### src/rtl/tdc_tap_sweep_ctrl.sv
// rtl/tdc_tap_sweep_ctrl.sv - TDC delay-line tap sweep sequencer with per-tap averaging
module tdc_tap_sweep_ctrl #(
    parameter int NTAPS   = 32,
    parameter int SEL_W   = 5,
    parameter int SAMPLES = 16,
    parameter int CODE_W  = 8,
    parameter int SETTLE  = 4,
    parameter int TIMEOUT = 200
) (
    input  logic              clk10m,
    input  logic              rst_n,
    input  logic              start,
    input  logic              loop,
    input  logic              abort,
    output logic [SEL_W-1:0]  tap_sel,
    output logic              meas_req,
    input  logic              meas_done,
    input  logic [CODE_W-1:0] meas_code,
    input  logic              meas_ovf,
    output logic              res_valid,
    input  logic              res_ready,
    output logic [SEL_W-1:0]  res_tap,
    output logic [CODE_W-1:0] res_avg,
    output logic [8:0]        res_miss,
    output logic              busy,
    output logic              sweep_done
);

    localparam int LOG_S = $clog2(SAMPLES);
    localparam int ACC_W = CODE_W + LOG_S;
    localparam int CNT_W = LOG_S + 1;
    localparam int SET_W = $clog2(SETTLE + 1);
    localparam int TMO_W = $clog2(TIMEOUT + 1);

    localparam logic [SEL_W-1:0]  LAST_TAP = SEL_W'(NTAPS - 1);
    localparam logic [CNT_W-1:0]  LAST_SMP = CNT_W'(SAMPLES - 1);
    localparam logic [SET_W-1:0]  LAST_SET = SET_W'(SETTLE - 1);
    localparam logic [TMO_W-1:0]  LAST_TMO = TMO_W'(TIMEOUT - 1);
    localparam logic [CODE_W-1:0] ALL_ONES = '1;

    typedef enum logic [2:0] {
        S_IDLE,
        S_SETTLE,
        S_REQ,
        S_WAIT,
        S_ACC,
        S_EMIT
    } state_t;

    state_t            state_q;
    logic [SEL_W-1:0]  tap_q;
    logic              loop_q;
    logic [SET_W-1:0]  set_cnt_q;
    logic [TMO_W-1:0]  tmo_cnt_q;
    logic [CNT_W-1:0]  smp_cnt_q;
    logic [ACC_W-1:0]  acc_q;
    logic [CODE_W-1:0] sample_q;
    logic [8:0]        miss_q;

    logic              meas_req_q;
    logic              res_valid_q;
    logic [SEL_W-1:0]  res_tap_q;
    logic [CODE_W-1:0] res_avg_q;
    logic [8:0]        res_miss_q;
    logic              busy_q;
    logic              sweep_done_q;

    logic [ACC_W-1:0]  acc_d;
    logic [CNT_W-1:0]  smp_cnt_d;

    always_comb begin
        acc_d     = acc_q + ACC_W'(sample_q);
        smp_cnt_d = smp_cnt_q + CNT_W'(1);
    end

    always_ff @(posedge clk10m) begin
        if (!rst_n) begin
            state_q      <= S_IDLE;
            tap_q        <= '0;
            loop_q       <= 1'b0;
            set_cnt_q    <= '0;
            tmo_cnt_q    <= '0;
            smp_cnt_q    <= '0;
            acc_q        <= '0;
            sample_q     <= '0;
            miss_q       <= '0;
            meas_req_q   <= 1'b0;
            res_valid_q  <= 1'b0;
            res_tap_q    <= '0;
            res_avg_q    <= '0;
            res_miss_q   <= '0;
            busy_q       <= 1'b0;
            sweep_done_q <= 1'b0;
        end else begin
            meas_req_q   <= 1'b0;
            sweep_done_q <= 1'b0;
            if (abort) begin
                // tap_sel deliberately holds so the operator can see where the sweep stopped
                state_q     <= S_IDLE;
                res_valid_q <= 1'b0;
                busy_q      <= 1'b0;
            end else begin
                case (state_q)
                    S_IDLE: begin
                        if (start) begin
                            state_q   <= S_SETTLE;
                            tap_q     <= '0;
                            acc_q     <= '0;
                            smp_cnt_q <= '0;
                            miss_q    <= '0;
                            set_cnt_q <= '0;
                            loop_q    <= loop;
                            busy_q    <= 1'b1;
                        end
                    end
                    S_SETTLE: begin
                        if (set_cnt_q == LAST_SET) begin
                            state_q <= S_REQ;
                        end else begin
                            set_cnt_q <= set_cnt_q + SET_W'(1);
                        end
                    end
                    S_REQ: begin
                        meas_req_q <= 1'b1;
                        tmo_cnt_q  <= '0;
                        state_q    <= S_WAIT;
                    end
                    S_WAIT: begin
                        if (meas_done) begin
                            sample_q <= meas_ovf ? ALL_ONES : meas_code;
                            if (meas_ovf) begin
                                miss_q <= miss_q + 9'd1;
                            end
                            state_q <= S_ACC;
                        end else if (tmo_cnt_q == LAST_TMO) begin
                            sample_q <= ALL_ONES;
                            miss_q   <= miss_q + 9'd1;
                            state_q  <= S_ACC;
                        end else begin
                            tmo_cnt_q <= tmo_cnt_q + TMO_W'(1);
                        end
                    end
                    S_ACC: begin
                        acc_q     <= acc_d;
                        smp_cnt_q <= smp_cnt_d;
                        if (smp_cnt_q == LAST_SMP) begin
                            state_q     <= S_EMIT;
                            res_valid_q <= 1'b1;
                            res_tap_q   <= tap_q;
                            res_avg_q   <= acc_d[ACC_W-1:LOG_S];
                            res_miss_q  <= miss_q;
                        end else begin
                            state_q <= S_REQ;
                        end
                    end
                    S_EMIT: begin
                        if (res_ready) begin
                            res_valid_q <= 1'b0;
                            acc_q       <= '0;
                            smp_cnt_q   <= '0;
                            miss_q      <= '0;
                            set_cnt_q   <= '0;
                            if (tap_q != LAST_TAP) begin
                                tap_q   <= tap_q + SEL_W'(1);
                                state_q <= S_SETTLE;
                            end else if (loop_q) begin
                                tap_q   <= '0;
                                state_q <= S_SETTLE;
                            end else begin
                                state_q      <= S_IDLE;
                                busy_q       <= 1'b0;
                                sweep_done_q <= 1'b1;
                            end
                        end
                    end
                    default: state_q <= S_IDLE;
                endcase
            end
        end
    end

    assign tap_sel    = tap_q;
    assign meas_req   = meas_req_q;
    assign res_valid  = res_valid_q;
    assign res_tap    = res_tap_q;
    assign res_avg    = res_avg_q;
    assign res_miss   = res_miss_q;
    assign busy       = busy_q;
    assign sweep_done = sweep_done_q;

endmodule
### config.mk
export PLATFORM = sky130hd
export DESIGN_NAME = tdc_tap_sweep_ctrl
export DESIGN_NICKNAME = d
export VERILOG_FILES = /design/src/rtl/tdc_tap_sweep_ctrl.sv
export SDC_FILE = /design/constraint.sdc
export NUM_CORES = 1
export LEC_CHECK = 0
export CAP_MARGIN = 40
export CORE_MARGIN = 1
export CORE_UTILIZATION = 56
export DETAILED_ROUTE_END_ITERATION = 12
export PLACE_DENSITY = 0.8
export SKIP_LAST_GASP = 1
export SLEW_MARGIN = 20
export SYNTH_ARGS = -nofsm -noshare
export SYNTH_HDL_FRONTEND = slang
export SYNTH_SLANG_ARGS = --single-unit
### constraint.sdc
create_clock -name clk10m -period 3 [get_ports clk10m]
set_clock_uncertainty 0.2 [all_clocks]
set_input_delay 0.6 -clock clk10m [delete_from_list [all_inputs] [get_ports clk10m]]
set_output_delay 0.6 -clock clk10m [all_outputs]
set_load 0.03 [all_outputs]
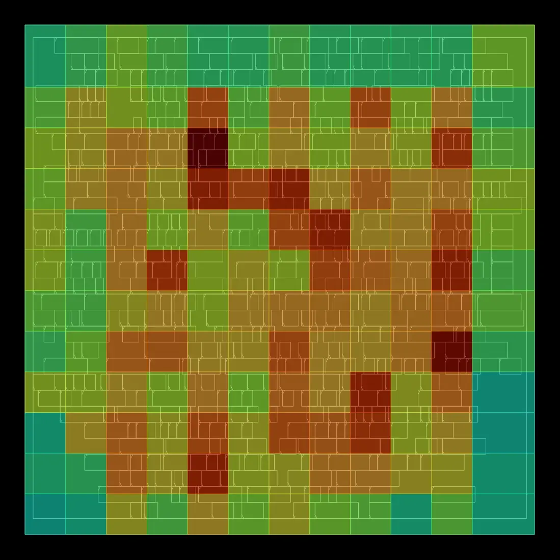
Run 1: routing congestion
fraction of met3 tracks used by global routing: 3.81%
final core utilization: 70.1%
GRT busiest layer: met2
met1 track demand over resource: 31.7%

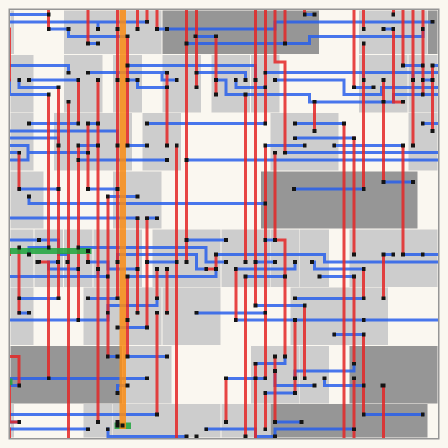
Run 1: a small window of the routed layout
Window x 55 to 75, y 12 to 32 um. Cells in gray, sequential cells in the stronger gray; small squares are vias.
green -> met3
blue -> met1
orange -> met4
red -> met2
sequential cells in the window = 5
netlist names of flops here include = `set_cnt_q` (2)
most frequent = a21oi_1 (5), nand2_1 (5), dfxtp_1 (5)
cells with their middle in the window = 38

==> flow_results.org, run 1 <==
#+TITLE: Flow metrics

** Clock network
- On the reported timing paths, the clock transition at the registers reads 0.08 ns.
- Buffers inserted during clock tree synthesis total 9.
- Buffers inserted by post-CTS timing repair :: 0
- The clock H-tree reported by CTS has 3 levels.
- After clock tree synthesis, the flow added hold-fix buffers numbering 0.

** Layout
- Data buffer area share :: 12.1%
- Cells with a size suffix above 1 make up 8.12% of the layout.
- Sequential cell count :: 80
- Comb. cell area :: 2250 um2
- Most frequently placed logic cell in the final layout :: sky130_fd_sc_hd__dfxtp_1
- Non-clock inverter instance count of the final layout :: 9

** Final timing
- Number of hold violations in the final report :: 0
- For the pin with the worst max-slew slack, the measured transition is 0.483 ns.
- Across all checked pins, the minimum headroom to the slew limit is 67.7%.

** Route
- For this block, the initial DRC count from the detailed router was 180.
- Per the detail_route log, the uppermost layer with routed signals is met4.
- Metal2 WL :: 4730 um
- Per the post-route antenna check, the number of violating nets is 0.
- Length of routed wiring on met1 :: 4170 um

** Worst setup path
- Required time of the worst setup path :: 3.05 ns
- Endpoint kind of the worst setup timing path :: flip-flop
- Number of cells traversed by the worst register-to-register path :: 8
- Capture point of the critical path :: tap_sel[3]$_SDFFE_PN0P_
- Slowest cell on the critical path :: sky130_fd_sc_hd__a2111o_1

** Min path
- The min-delay analysis places its worst path in the category flip-flop to flip-flop.
- In the hold report, the worst path ends at res_miss[7]$_SDFFE_PN0P_.

** Status
- Result of the run :: completed

** Place
- The placement summary gives the final routability congestion estimate as 0.818.

** Synth
- Xor-xnor portion of the synthesized cell area :: 2.41%
- Sequential cells were found to cover 40.1% of the synthesized design area.
- The number of different library cells used by synthesis comes to 64.

** Power
- In the power breakdown, the internal column shows 1.52 mW.

** GRT
- Global routing used 26.5% of the available tracks across all layers.
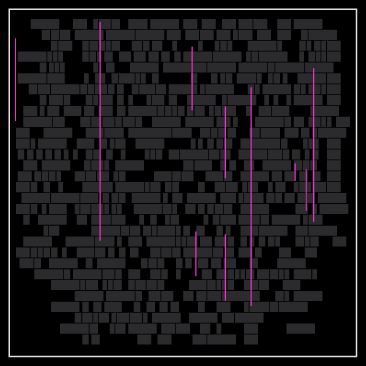
Run 1: signal wires on met4
Drawn at 4 px/um. Cells faint in the background.
longest straight run = 54.4 um
wire length on this layer = 242 um
nets with wire on the layer = 9
main direction = vertical
share of all routed wire = 2.6%
count of vias placed by the detailed router: 3777
Routed WL: 9430 um

## run 1: state kept, by name (all words and copies together) (netlist names), 3 cells and up
| name | flops |
|---|---|
| miss_q | 9 |
| res_miss | 9 |
| set_cnt_q | 3 |
| acc_q | 12 |
| smp_cnt_q | 5 |
| state_q | 3 |
| tmo_cnt_q | 8 |
| res_tap | 5 |
| res_avg | 8 |
| sample_q | 8 |
| tap_sel | 5 |
## run 1: cell usage after synthesis (7+ instances only)
master                     instances  area [um2]
sky130_fd_sc_hd__nand3_1          24         120
sky130_fd_sc_hd__clkbuf_1         20        75.1
sky130_fd_sc_hd__mux2i_1           7        70.1
sky130_fd_sc_hd__nor2_1           47         176
sky130_fd_sc_hd__nand2_1          61         229
sky130_fd_sc_hd__inv_1             7        26.3
sky130_fd_sc_hd__nor3_1           25         125
sky130_fd_sc_hd__o21ai_0          16        80.1
sky130_fd_sc_hd__ha_1             16         200
sky130_fd_sc_hd__dfxtp_1          80        1600
sky130_fd_sc_hd__or3_1            15        93.8
sky130_fd_sc_hd__a21oi_1          46         230
sky130_fd_sc_hd__xnor2_1           7        61.3
## run 1: through the flow
| step | power, mW | hold WS, ns | utilization [%] | worst slack [ns] | cell area (um2) |
|---|---|---|---|---|---|
| 2_1_floorplan | 1.19 | 0.236 | - | 0.188 | 3990 |
| 6_report | 2.05 | 0.255 | 70.1 | 0.185 | 4790 |
| 4_1_cts | 2.06 | 0.258 | 70.0 | 0.205 | 4780 |
| 5_1_grt | 2.12 | 0.274 | 70.1 | 0.124 | 4790 |
| 3_3_place_gp | 1.25 | 0.243 | 67.1 | 0.228 | 4580 |
| 3_5_place_dp | 1.25 | 0.245 | 67.1 | 0.159 | 4580 |
==> run 2: changes to the inputs <==
--- a/config.mk
+++ b/config.mk
@@ -5,9 +5,11 @@
 export SDC_FILE = /design/constraint.sdc
 export NUM_CORES = 1
 export LEC_CHECK = 0
+export ABC_CLOCK_PERIOD_IN_PS = 3000
 export CAP_MARGIN = 40
 export CORE_MARGIN = 1
 export CORE_UTILIZATION = 56
+export CTS_CLUSTER_SIZE = 25
 export DETAILED_ROUTE_END_ITERATION = 12
 export PLACE_DENSITY = 0.8
 export SKIP_LAST_GASP = 1
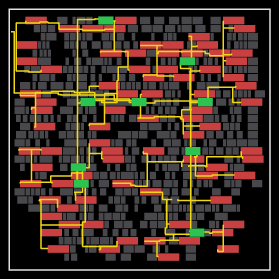
Run 2: clock network drawn from the DEF
Drawn at 3 px/um.
red -> flip-flops  # count 80
green -> cells driving clock nets  # count 9
yellow -> clock wires  # length 932 um
routed clock nets = 10
clock network fraction of design power: 40.0%
Clock Latency Late Sink: 0.36 ns
reported clock group power: 0.820 mW

==> run 2 against run 1 <==
Global-route usage unchanged. Flip-flop count unchanged. Design area unchanged. Largest power group unchanged. Final cell count unchanged. Sequential share of layout area unchanged. Critical endpoint unchanged. Clock power about the same. Combinational power about the same. Highest routed layer unchanged. Via count unchanged. Sequential power about the same. Non-clock buffer count unchanged. First-iteration DRC count unchanged.
==> flow_results.org, run 2 <==
#+TITLE: Flow metrics

** GRT
- Met1 track demand over resource :: 31.7% (unchanged)
- All-Layer GR Usage :: 26.5% (unchanged)
- The first-pass GRT wire length is 15700 um (unchanged).
- The busiest layer in global routing is met2 (unchanged).

** Layout
- Flip-flop count of the largest register, all copies and words added :: 12 (unchanged)
- The proportion of final cell area spent on non-clock buffers is 12.1% (unchanged).
- Most frequently placed logic cell in the final layout :: sky130_fd_sc_hd__dfxtp_1 (unchanged)
- The combinational gate area was 2250 um2 (unchanged).
- Sequential cell count :: 80 (unchanged)
- The antenna diode count is 0 (unchanged).
- The register bank with the most flops was acc_q (unchanged).
- Non-clock inverter instance count of the final layout :: 9 (unchanged)
- The fraction of layout cells with a size suffix above 1 came to 8.12% (unchanged).
- Buffers excl. clock :: 62 (unchanged)

** Min path
- The path type of the worst min-delay path is flip-flop to flip-flop (unchanged).

** Final timing
- The number of hold-slack violations in the final timing report came to 0 (unchanged).
- Number of max-slew violations in the final report :: 0 (unchanged)
- The final hold slack was 0.255 ns (unchanged).
- Max_slew headroom :: 67.7% (unchanged)

** Status
- Result of the run :: completed (unchanged)

** Route
- The DRC violation total after the first TritonRoute iteration is 180 (unchanged).
- Top metal layer carrying routed signals :: met4 (unchanged)
- The number of nets with antenna violations after detailed routing is 0 (unchanged).
- Length of routed wiring on met1 :: 4170 um (unchanged)
- Metal2 WL :: 4730 um (unchanged)
- The final wirelength came to 9430 um (unchanged).

** Synth
- Area leader, netlist :: sky130_fd_sc_hd__dfxtp_1 (unchanged)
- The unique cell type count in the Yosys netlist is 64 (unchanged).
- Cell types with the highest counts after synthesis: sky130_fd_sc_hd__dfxtp_1, sky130_fd_sc_hd__nand2_1, sky130_fd_sc_hd__nor2_1 (unchanged).
- Share of the yosys chip area belonging to registers :: 40.1% (unchanged)
- Largest cells by area :: sky130_fd_sc_hd__dfxtp_1, sky130_fd_sc_hd__a21oi_1, sky130_fd_sc_hd__nand2_1 (unchanged)
- Most frequently used cell type in the post-synthesis netlist :: sky130_fd_sc_hd__dfxtp_1 (unchanged)

** Clock network
- H-tree level count :: 3 (unchanged)
- The maximum buffer depth of the clock tree is 2 (unchanged).
- The number of buffers created by CTS came to 9 (unchanged).
- Number of buffers inserted for hold repair after clock tree synthesis :: 0 (unchanged)
- The post-CTS setup repair buffer count came to 0 (unchanged).
- The clock input transition at the sequential cells of the worst setup and hold paths was 0.08 ns (about the same).

** Worst setup path
- The length in cells of the worst reg-to-reg path came to 8 (unchanged).
- The last element of the critical path was tap_sel[3]$_SDFFE_PN0P_ (unchanged).
- The required time of the critical path came to 3.05 ns (about the same).
- The kind of capture point of the worst setup path was a flip-flop (unchanged).

** Power
- Total leakage power :: 1.74 nW (unchanged)

** Place
- The final weighted congestion in routability-driven placement is 0.818 (unchanged).
[run 2: report_power, final]
part | switching [mW] | total (mW) | internal [mW] | leakage (nW)
registers | 0.0101 | 1.08 | 1.07 | 0.645
logic | 0.0910 | 0.153 | 0.0616 | 0.996
clock network | 0.427 | 0.820 | 0.393 | 0.0964
total | 0.528 | 2.05 | 1.52 | 1.74
[run 2: critical path, cell delays in order, from the launching register on]
cell and delay [ns]:
sky130_fd_sc_hd__dfxtp_1 0.35, sky130_fd_sc_hd__ha_1 0.22, sky130_fd_sc_hd__and3_1 0.20, sky130_fd_sc_hd__ha_1 0.19
sky130_fd_sc_hd__nor2b_1 0.14, sky130_fd_sc_hd__or3_4 0.33, sky130_fd_sc_hd__a2111o_1 0.52, sky130_fd_sc_hd__and3_1 0.22
sky130_fd_sc_hd__or3_1 0.34
[run 2: logic make-up (layout without fill, tap and decap cells)]
| group | Yosys count | after routing | share of synthesized area, % |
|---|---|---|---|
| and+or+nand+nor | 223 | 223 | 27.9 |
| adders and majority gates | 17 | 17 | 5.51 |
| AOI/OAI and AO/OA | 117 | 117 | 18.7 |
| DFF | 80 | 80 | 40.1 |
| buffers and inverters | 34 | 87 | 3.57 |
| xor gates and xnor gates | 11 | 11 | 2.41 |
| muxes | 7 | 7 | 1.75 |
[run 2: through the flow]
stage	util [%]	total power [mW]	cell area (um2)	worst slack, ns	cells
final	70.1	2.05	4790	0.185	638
after global placement	67.1	1.25	4580	0.228	621
after floorplan	-	1.19	3990	0.188	489
after CTS	70.0	2.06	4780	0.205	637
after detailed placement	67.1	1.25	4580	0.159	621
after global routing	70.1	2.12	4790	0.124	638
Run 2, signal wires by layer:
Drawn at 4 px/um.
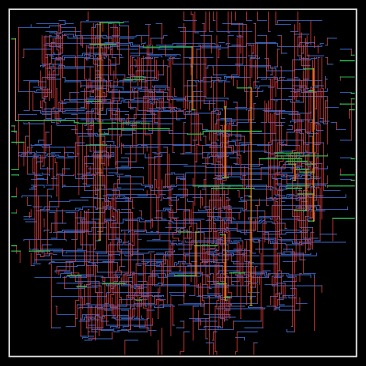

==> run 3: changes to the inputs <==
--- a/config.mk
+++ b/config.mk
@@ -11,7 +11,7 @@
 export CORE_UTILIZATION = 56
 export CTS_CLUSTER_SIZE = 25
 export DETAILED_ROUTE_END_ITERATION = 12
-export PLACE_DENSITY = 0.8
+export PLACE_DENSITY_LB_ADDON = 0.05
 export SKIP_LAST_GASP = 1
 export SLEW_MARGIN = 20
 export SYNTH_ARGS = -nofsm -noshare
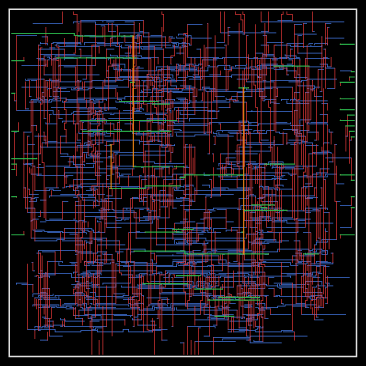
Run 3: signal wires by layer
Drawn at 4 px/um.
orange -> met4  # wire length 85.0 um
red -> met2  # wire length 4510 um
blue -> met1  # wire length 4330 um
green -> met3  # wire length 348 um
count of vias placed by the detailed router: 3707
average wire per cell in the routed design: 14.5 um
Routed WL: 9270 um
All-Layer GR Usage: 26.6%

==> run 3 against run 2 <==
Count of clock-buffer cells in the layout unchanged. Register-to-register slack worse by 0.02 ns. Power up 4.1%. Worst hold slack gained 0.0021 ns. First-iteration DRC count up 7.2%. Critical path type unchanged. Via count down 1.9%. Critical endpoint unchanged.
==> flow_results.org, run 3 <==
#+TITLE: Flow metrics

** Layout
- Most frequently placed logic cell in the final layout :: sky130_fd_sc_hd__dfxtp_1 (unchanged)
- Comb. cell area :: 2250 um2 (unchanged)
- The antenna diode count came to 0 (unchanged).
- Flip-flop count of the largest register, all copies and words added :: 12 (unchanged)
- Largest Register :: acc_q (unchanged)
- The fraction of layout cells with a size suffix above 1 was 8.29% (was 8.12%).

** Power
- Internal cell power :: 1.61 mW (was 1.52 mW)
- The switching power was 0.528 mW (about the same).
- Power in sequential cells :: 1.08 mW (about the same)
- The clock network fraction of total power is 42.3% (was 40.0%).
- Reported clock group power :: 0.903 mW (was 0.820 mW)
- Total leakage power :: 1.75 nW (was 1.74 nW)
- The top contributor to total power was registers (unchanged).
- Comb. pwr :: 0.153 mW (about the same)
- Logic pwr share :: 7.2% (was 7.4%)
- The fraction of power spent switching nets was 24.7% (was 25.8%).

** Worst setup path
- Top delay family on crit path :: simple AND/OR/NAND/NOR gates (unchanged)
- The number of buffers and inverters on the critical path came to 0 (unchanged).
- Slowest cell on the critical path :: sky130_fd_sc_hd__a2111o_1 (unchanged)
- The required time of the critical path was 3.04 ns (was 3.05 ns).
- Cell-by-cell trace of the critical path: ha_1 > and3_1 > ha_1 > nor2b_1 > or3_4 > a2111o_1 > and3_1 > or3_1 (unchanged).
- The start-to-end type of the worst setup path was flip-flop to flip-flop (unchanged).

** Synth
- The unique cell type count in the Yosys netlist is 64 (unchanged).
- Cell types with the highest counts after synthesis: sky130_fd_sc_hd__dfxtp_1, sky130_fd_sc_hd__nand2_1, sky130_fd_sc_hd__nor2_1 (unchanged).
- Area leader, netlist :: sky130_fd_sc_hd__dfxtp_1 (unchanged)
- The cell total in the yosys stat output came to 489 (unchanged).
- The most frequent cell after synthesis is sky130_fd_sc_hd__dfxtp_1 (unchanged).
- Area leader share :: 40.1% (unchanged)
- Largest cells by area: sky130_fd_sc_hd__dfxtp_1, sky130_fd_sc_hd__a21oi_1, sky130_fd_sc_hd__nand2_1 (unchanged).

** Clock network
- Clock Latency Late Sink :: 0.35 ns (was 0.36 ns)
- Number of buffers inserted for hold repair after clock tree synthesis :: 0 (unchanged)
- The clock input transition at the sequential cells of the worst setup and hold paths is 0.09 ns (was 0.08 ns).
- Buffers inserted by post-CTS timing repair :: 0 (unchanged)
- H-tree level count :: 3 (unchanged)
- Deepest clock path buffer count :: 2 (unchanged)
- The number of buffers created by CTS is 9 (unchanged).

** Place
- The post-placement worst setup slack came to 0.182 ns (was 0.159 ns).
- The final weighted congestion in routability-driven placement is 0.886 (was 0.818).

** Final timing
- Max_slew headroom :: 65.7% (was 67.7%)
- Hold Worst Slack :: 0.257 ns (was 0.255 ns)
- The final tally of max-slew violations was 0 (unchanged).
- Number of hold violations in the final report :: 0 (unchanged)
- The worst path setup slack after routing came to 0.167 ns (was 0.185 ns).
- Transition time at the pin with the least slew margin :: 0.514 ns (was 0.483 ns)

** Route
- Number of routed nets with antenna violations :: 0 (unchanged)
- 1st-iter DRT viols :: 193 (was 180)

** Status
- Result of the run :: completed (unchanged)

** GRT
- The met3 usage in global routing is 4.57% (was 3.81%).
- Met1 track demand over resource :: 34.6% (was 31.7%)

** Min path
- The path type of the worst min-delay path was flip-flop to flip-flop (unchanged).
==> run 3: cell counts after synthesis <==
Identical to the previous run, type by type.
==> run 3: final timing paths <==
check	from	end	slack [ns]	cells after the start
min	res_tap[3]$_SDFFE_PN0P_	res_tap[3]$_SDFFE_PN0P_	0.26	2
max reg2reg	tap_sel[0]$_SDFFE_PN0P_	tap_sel[3]$_SDFFE_PN0P_	0.17	8
min reg2reg	res_tap[3]$_SDFFE_PN0P_	res_tap[3]$_SDFFE_PN0P_	0.26	2
max	tap_sel[0]$_SDFFE_PN0P_	tap_sel[3]$_SDFFE_PN0P_	0.17	8
==> run 3: area by class of cell <==
cell class / instances / share of cell area [%]
multi-input combinational: 375 / 46.7
clock inverter: 7 / 2.10
inverter: 9 / 0.753
timing repair buffer: 63 / 12.2
clock buffer: 9 / 2.57
tap: 96 / 2.49
sequential: 80 / 33.2
==> run 3: per-layer routing <==
layer | vias up | part of all wire (%)
met5 | - | 0
met4 | 0 | 0.92
met3 | 8 | 3.8
met2 | 80 | 49
met1 | 1748 | 47
li1 | 1871 | -
==> run 3: through the flow <==
step	util [%]	area [um2]	instances	total power, mW
after global placement	67.3	4600	623	1.25
after detailed placement	67.3	4600	623	1.25
after floorplan	-	3990	489	1.19
final	70.6	4820	639	2.13
after CTS	70.6	4820	639	2.15
after global routing	70.6	4820	639	2.22
==> run 3: logic make-up (layout without fill, tap and decap cells) <==
family / after synthesis / in the layout / synth area share, %
AND/OR/NAND/NOR: 223 / 223 / 27.9
flip-flops: 80 / 80 / 40.1
multiplexers: 7 / 7 / 1.75
adder cells (fa/ha/maj): 17 / 17 / 5.51
buffers and inverters: 34 / 88 / 3.57
XOR/XNOR: 11 / 11 / 2.41
AND-OR/OR-AND: 117 / 117 / 18.7
Power is estimated from default activity; no workload was simulated.
